--- src/rtl/btn_dip_conditioner.sv ---
`default_nettype none
// ----------------------------------------------------------------------------
// btn_dip_conditioner : synchronise and debounce 4 buttons + 5 DIP sliders,
//                       derive press/relock pulses and a one-hot digit select.
// Rev 1.0
// ----------------------------------------------------------------------------
module btn_dip_conditioner #(
   parameter int DEBOUNCE_CYCLES = 1000000,
   parameter int CNT_W           = 20,
   parameter int SYNC_STAGES     = 2
) (
   input  logic       clk,
   input  logic       rst_n,
   input  logic [3:0] btn_i,
   input  logic [4:0] dip_i,
   output logic [3:0] btn_level_o,
   output logic [3:0] btn_press_o,
   output logic [4:0] dip_level_o,
   output logic       dip_sel_valid_o,
   output logic [1:0] dip_sel_idx_o,
   output logic       relock_pulse_o
);

   localparam int               NCH    = 9;
   localparam logic [CNT_W-1:0] C_LAST = CNT_W'(DEBOUNCE_CYCLES - 1);
   localparam logic [CNT_W-1:0] C_ONE  = CNT_W'(1);

   typedef enum logic [1:0] {
      STABLE_LO = 2'd0,
      WAIT_HI   = 2'd1,
      STABLE_HI = 2'd2,
      WAIT_LO   = 2'd3
   } state_t;

   logic [NCH-1:0] w_raw;
   logic [NCH-1:0] w_level;

   // Channel map: [3:0] buttons, [8:4] sliders (slider 4 is relock).
   assign w_raw = {dip_i, btn_i};

   for (genvar i = 0; i < NCH; i++) begin : g_ch
      logic [SYNC_STAGES-1:0] sync_q;
      state_t                 state_q, state_d;
      logic [CNT_W-1:0]       cnt_q, cnt_d;
      logic                   level_q, level_d;
      logic                   w_in;

      assign w_in = sync_q[SYNC_STAGES-1];

      always_ff @(posedge clk or negedge rst_n) begin
         if (!rst_n) begin
            sync_q  <= '0;
            state_q <= STABLE_LO;
            cnt_q   <= '0;
            level_q <= 1'b0;
         end else begin
            sync_q  <= {sync_q[SYNC_STAGES-2:0], w_raw[i]};
            state_q <= state_d;
            cnt_q   <= cnt_d;
            level_q <= level_d;
         end
      end

      always_comb begin
         state_d = state_q;
         cnt_d   = cnt_q;
         level_d = level_q;
         case (state_q)
            STABLE_LO: begin
               if (w_in) begin
                  state_d = WAIT_HI;
                  cnt_d   = C_ONE;
               end
            end
            WAIT_HI: begin
               if (!w_in) begin
                  state_d = STABLE_LO;
                  cnt_d   = '0;
               end else if (cnt_q == C_LAST) begin
                  state_d = STABLE_HI;
                  cnt_d   = '0;
                  level_d = 1'b1;
               end else begin
                  cnt_d = cnt_q + C_ONE;
               end
            end
            STABLE_HI: begin
               if (!w_in) begin
                  state_d = WAIT_LO;
                  cnt_d   = C_ONE;
               end
            end
            WAIT_LO: begin
               if (w_in) begin
                  state_d = STABLE_HI;
                  cnt_d   = '0;
               end else if (cnt_q == C_LAST) begin
                  state_d = STABLE_LO;
                  cnt_d   = '0;
                  level_d = 1'b0;
               end else begin
                  cnt_d = cnt_q + C_ONE;
               end
            end
            default: begin
               state_d = STABLE_LO;
               cnt_d   = '0;
               level_d = 1'b0;
            end
         endcase
      end

      assign w_level[i] = level_q;

      // Pulse registers exist only on channels that export a rising-edge pulse.
      if (i < 4) begin : g_press
         logic press_q;
         always_ff @(posedge clk or negedge rst_n) begin
            if (!rst_n) press_q <= 1'b0;
            else        press_q <= (state_q == WAIT_HI) && w_in && (cnt_q == C_LAST);
         end
         assign btn_press_o[i] = press_q;
      end else if (i == NCH - 1) begin : g_relock
         logic relock_q;
         always_ff @(posedge clk or negedge rst_n) begin
            if (!rst_n) relock_q <= 1'b0;
            else        relock_q <= (state_q == WAIT_HI) && w_in && (cnt_q == C_LAST);
         end
         assign relock_pulse_o = relock_q;
      end
   end

   logic       sel_valid_q, sel_valid_d;
   logic [1:0] sel_idx_q, sel_idx_d;

   always_comb begin
      sel_valid_d = 1'b0;
      sel_idx_d   = 2'd0;
      case (w_level[7:4])
         4'b0001: begin sel_valid_d = 1'b1; sel_idx_d = 2'd0; end
         4'b0010: begin sel_valid_d = 1'b1; sel_idx_d = 2'd1; end
         4'b0100: begin sel_valid_d = 1'b1; sel_idx_d = 2'd2; end
         4'b1000: begin sel_valid_d = 1'b1; sel_idx_d = 2'd3; end
         default: begin sel_valid_d = 1'b0; sel_idx_d = 2'd0; end
      endcase
   end

   always_ff @(posedge clk or negedge rst_n) begin
      if (!rst_n) begin
         sel_valid_q <= 1'b0;
         sel_idx_q   <= 2'd0;
      end else begin
         sel_valid_q <= sel_valid_d;
         sel_idx_q   <= sel_idx_d;
      end
   end

   assign btn_level_o     = w_level[3:0];
   assign dip_level_o     = w_level[8:4];
   assign dip_sel_valid_o = sel_valid_q;
   assign dip_sel_idx_o   = sel_idx_q;

endmodule
`default_nettype wire

--- config.mk ---
export PLATFORM = sky130hd
export DESIGN_NAME = btn_dip_conditioner
export DESIGN_NICKNAME = d
export VERILOG_FILES = /design/src/rtl/btn_dip_conditioner.sv
export SDC_FILE = /design/constraint.sdc
export NUM_CORES = 1
export LEC_CHECK = 0
export ABC_AREA = 0
export ABC_CLOCK_PERIOD_IN_PS = 3000
export CAP_MARGIN = 0
export CORE_MARGIN = 2
export CORE_UTILIZATION = 50
export DETAILED_ROUTE_END_ITERATION = 10
export PLACE_DENSITY = 0.64
export SLEW_MARGIN = 20
export SYNTH_ARGS = -nofsm -noshare
export SYNTH_HDL_FRONTEND = slang
export SYNTH_SLANG_ARGS = --single-unit
--- constraint.sdc ---
create_clock -name clk -period 3 [get_ports clk]
set_input_delay 0.6 -clock clk [delete_from_list [all_inputs] [get_ports clk]]
set_output_delay 0.6 -clock clk [all_outputs]
set_load 0.01 [all_outputs]
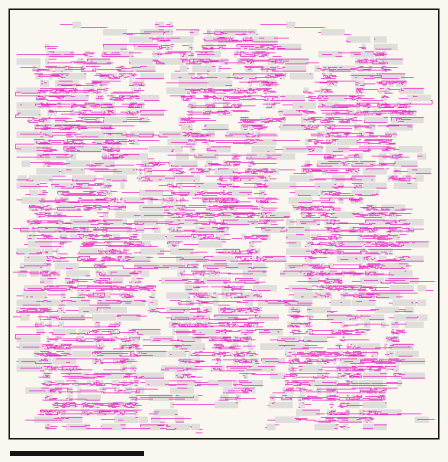
**Above:** signal wires on met1.
The bar under the picture is 50 microns long.
nets with wire on the layer	1259
longest straight run	34.5 microns
share of all routed wire	49%
main direction	horizontal
routing usage on met1: 28.70%
total number of vias: 9778
drt total wl: 24770 microns

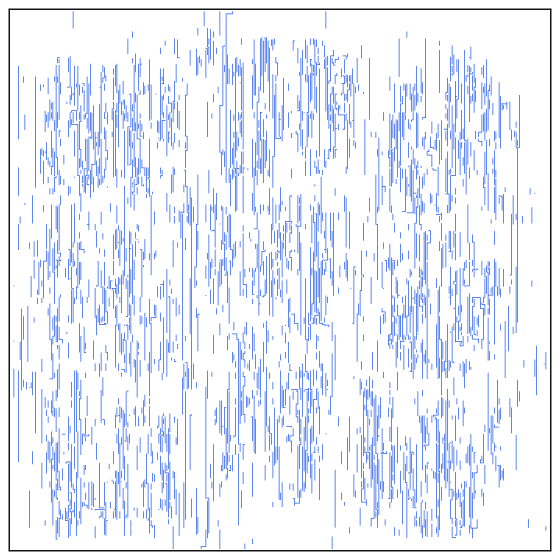
**Above:** signal wires on met2.
nets with wire on the layer	1068
share of all routed wire	46%
routing usage on met2: 31.58%

==> notes.org <==
#+TITLE: Physical design notes

** Pwr
- The script computed the net switching share of total power as 27.96%.
- Tot Pwr :: 0.008119 W
- Of the total power, combinational logic draws 13.9%.
- Summed over the clock group, the power is 0.00336 W.
- Top power group :: sequential cells
- Power density of the placed cells :: 598.5 nW/um^2
- IR analysis of the VDD net gives a maximum drop of 0.0004411 V.
- Leakage :: 5.708 nW
- P_comb :: 0.00113 W
- Cell-internal power :: 0.005849 W

** Setup path
- The critical path's slowest stage uses the library cell sky130_fd_sc_hd__nor4_1.
- The worst register-to-register path has a depth of 6.
- The OpenROAD report gives the critical path a data arrival time of 2950 ps.
- Setup crit start :: g_ch[6].cnt_q[0]
- Cell-by-cell listing of the critical path :: ha_1, nand4_1, nor4_1, a21oi_4, a21o_1, a22o_1
- STA classifies the critical path startpoint as a flip-flop.
- The timing report attributes the biggest portion of critical-path delay to simple AND/OR/NAND/NOR gates.
- On the worst path, the slowest cell contributes a delay of 730 ps.

** Layout
- In the final layout, the share of cells above drive strength 1 is 6.933%.
- The class occupying the most area after layout is reported as registers.
- At the end of the flow the core is filled with cells to 57.62%.
- Synthesis-to-finish area growth :: 12.56%
- Register name with the most flops :: g_ch.cnt_q
- 960 cells are multi-input combinational gates.
- Layout Cells excl Fill :: 1646
- Top logic cells by instance count in the layout :: sky130_fd_sc_hd__dfrtp_1 (233), sky130_fd_sc_hd__nand2_1 (121), sky130_fd_sc_hd__a31oi_1 (96)
- Finished layout cell area :: 13570 sq um
- Largest register FFs :: 180
- Leaving out buffers and inverters, the combinational logic in the layout accounts for 5778 sq um.

** Global routing
- Global-route wire length before repair :: 43560 microns
- Tot GR Track Use :: 19.64%
- Maximum number of pins on one net before global-route repair :: 75
- Global routing finished with a remaining overflow of 0.
- Number of global-route vias before repair :: 9047
- In this run the most used layer during global routing was met2.
- Initial antenna violation count :: 0

** Flow run
- Tool warning count :: 26

** Place
- At the end of routability-driven placement, the weighted congestion stood at 0.8339.
- Total placed instance area :: 12630 sq um
- Timing analysis after detailed placement gives a worst setup slack of 489.3 ps.
- The count of buffers added on input and output ports is 27.

** Final timing
- Final setup fails :: 0
- The worst-case max-slew headroom was logged as 35.06%.
- Setup repair after global routing left no endpoint under its margin.
- Setup tns final :: 0 ps
- Slew at the pin with the worst max-slew slack :: 974.0 ps
- Endpoints failing hold :: 0
- Clock Skew :: 12.71 ps

** Synthesis
- The biggest area contributor in the post-synthesis netlist is sky130_fd_sc_hd__dfrtp_1.
- Sequential element share of the synthesized area :: 48.38%
- The synthesized netlist occupies a cell area of 12050 sq um.
- The average instance in the mapped netlist occupies 9.313 sq um.
- After synthesis, the most frequently instantiated cells are sky130_fd_sc_hd__dfrtp_1 (233), sky130_fd_sc_hd__nand2_1 (121), sky130_fd_sc_hd__a21oi_1 (99).
- Counting flops and latches in the post-synthesis netlist gives 233.
- Yosys warnings :: 0
- Complex Gates by Area :: 19.61%
- Most used flip-flop cell after synthesis :: sky130_fd_sc_hd__dfrtp_1
- Summed over its instances, the top area cell type makes up 48.38% of the synthesized netlist area.
- Counting every net in the synthesized netlist gives 1314.
- Adder Area Share :: 0.9344%
- Dominant comb cell :: simple AND/OR/NAND/NOR gates
- Top cells by area, synth :: sky130_fd_sc_hd__dfrtp_1 (48%), sky130_fd_sc_hd__a31oi_1 (5.0%), sky130_fd_sc_hd__a21oi_1 (4.1%), sky130_fd_sc_hd__nand2_1 (3.8%), sky130_fd_sc_hd__nand3_1 (3.7%)

** Outcome
- The flow ran to the end, and the final reports show no timing, DRC or antenna violations.

** CTS
- Once the clock tree was built, the resizer swapped 0 gates to a different size.
- The post-CTS hold buffer count recorded in the log is 0.
- The CTS log lists the clock sinks for this run as 233.
- Per the CTS log, the maximum H-tree level is 1.
- After clock tree synthesis, the clock-pin slew on the worst setup and hold paths is 60 ps.

** Floorplan
- Die height :: 159.3 microns
- After floorplanning, the core was sized to cover 23540 sq um.
- Core Density at Floorplan :: 51.19%
- Across the placement rows, the number of tap cells is 319.
- According to the floorplan report, the total die area is 25360 sq um.

** Detailed routing
- WL/cell :: 15.05 microns
- Per the post-route antenna check, the number of violating nets is 0.
- Mean number of vias per cell :: 5.940
- In the per-layer summary, the met1 wirelength comes to 12160 microns.
- Summed over all nets, wire length on met3 after detailed routing comes to 794 microns.
- The violation tally recorded at the end of detailed-routing iteration 0 is 518.

** Min path
- The tightest min-delay check is of the input pin to async pin type.
No activity file was given, so power comes from the tool's default toggle rates.
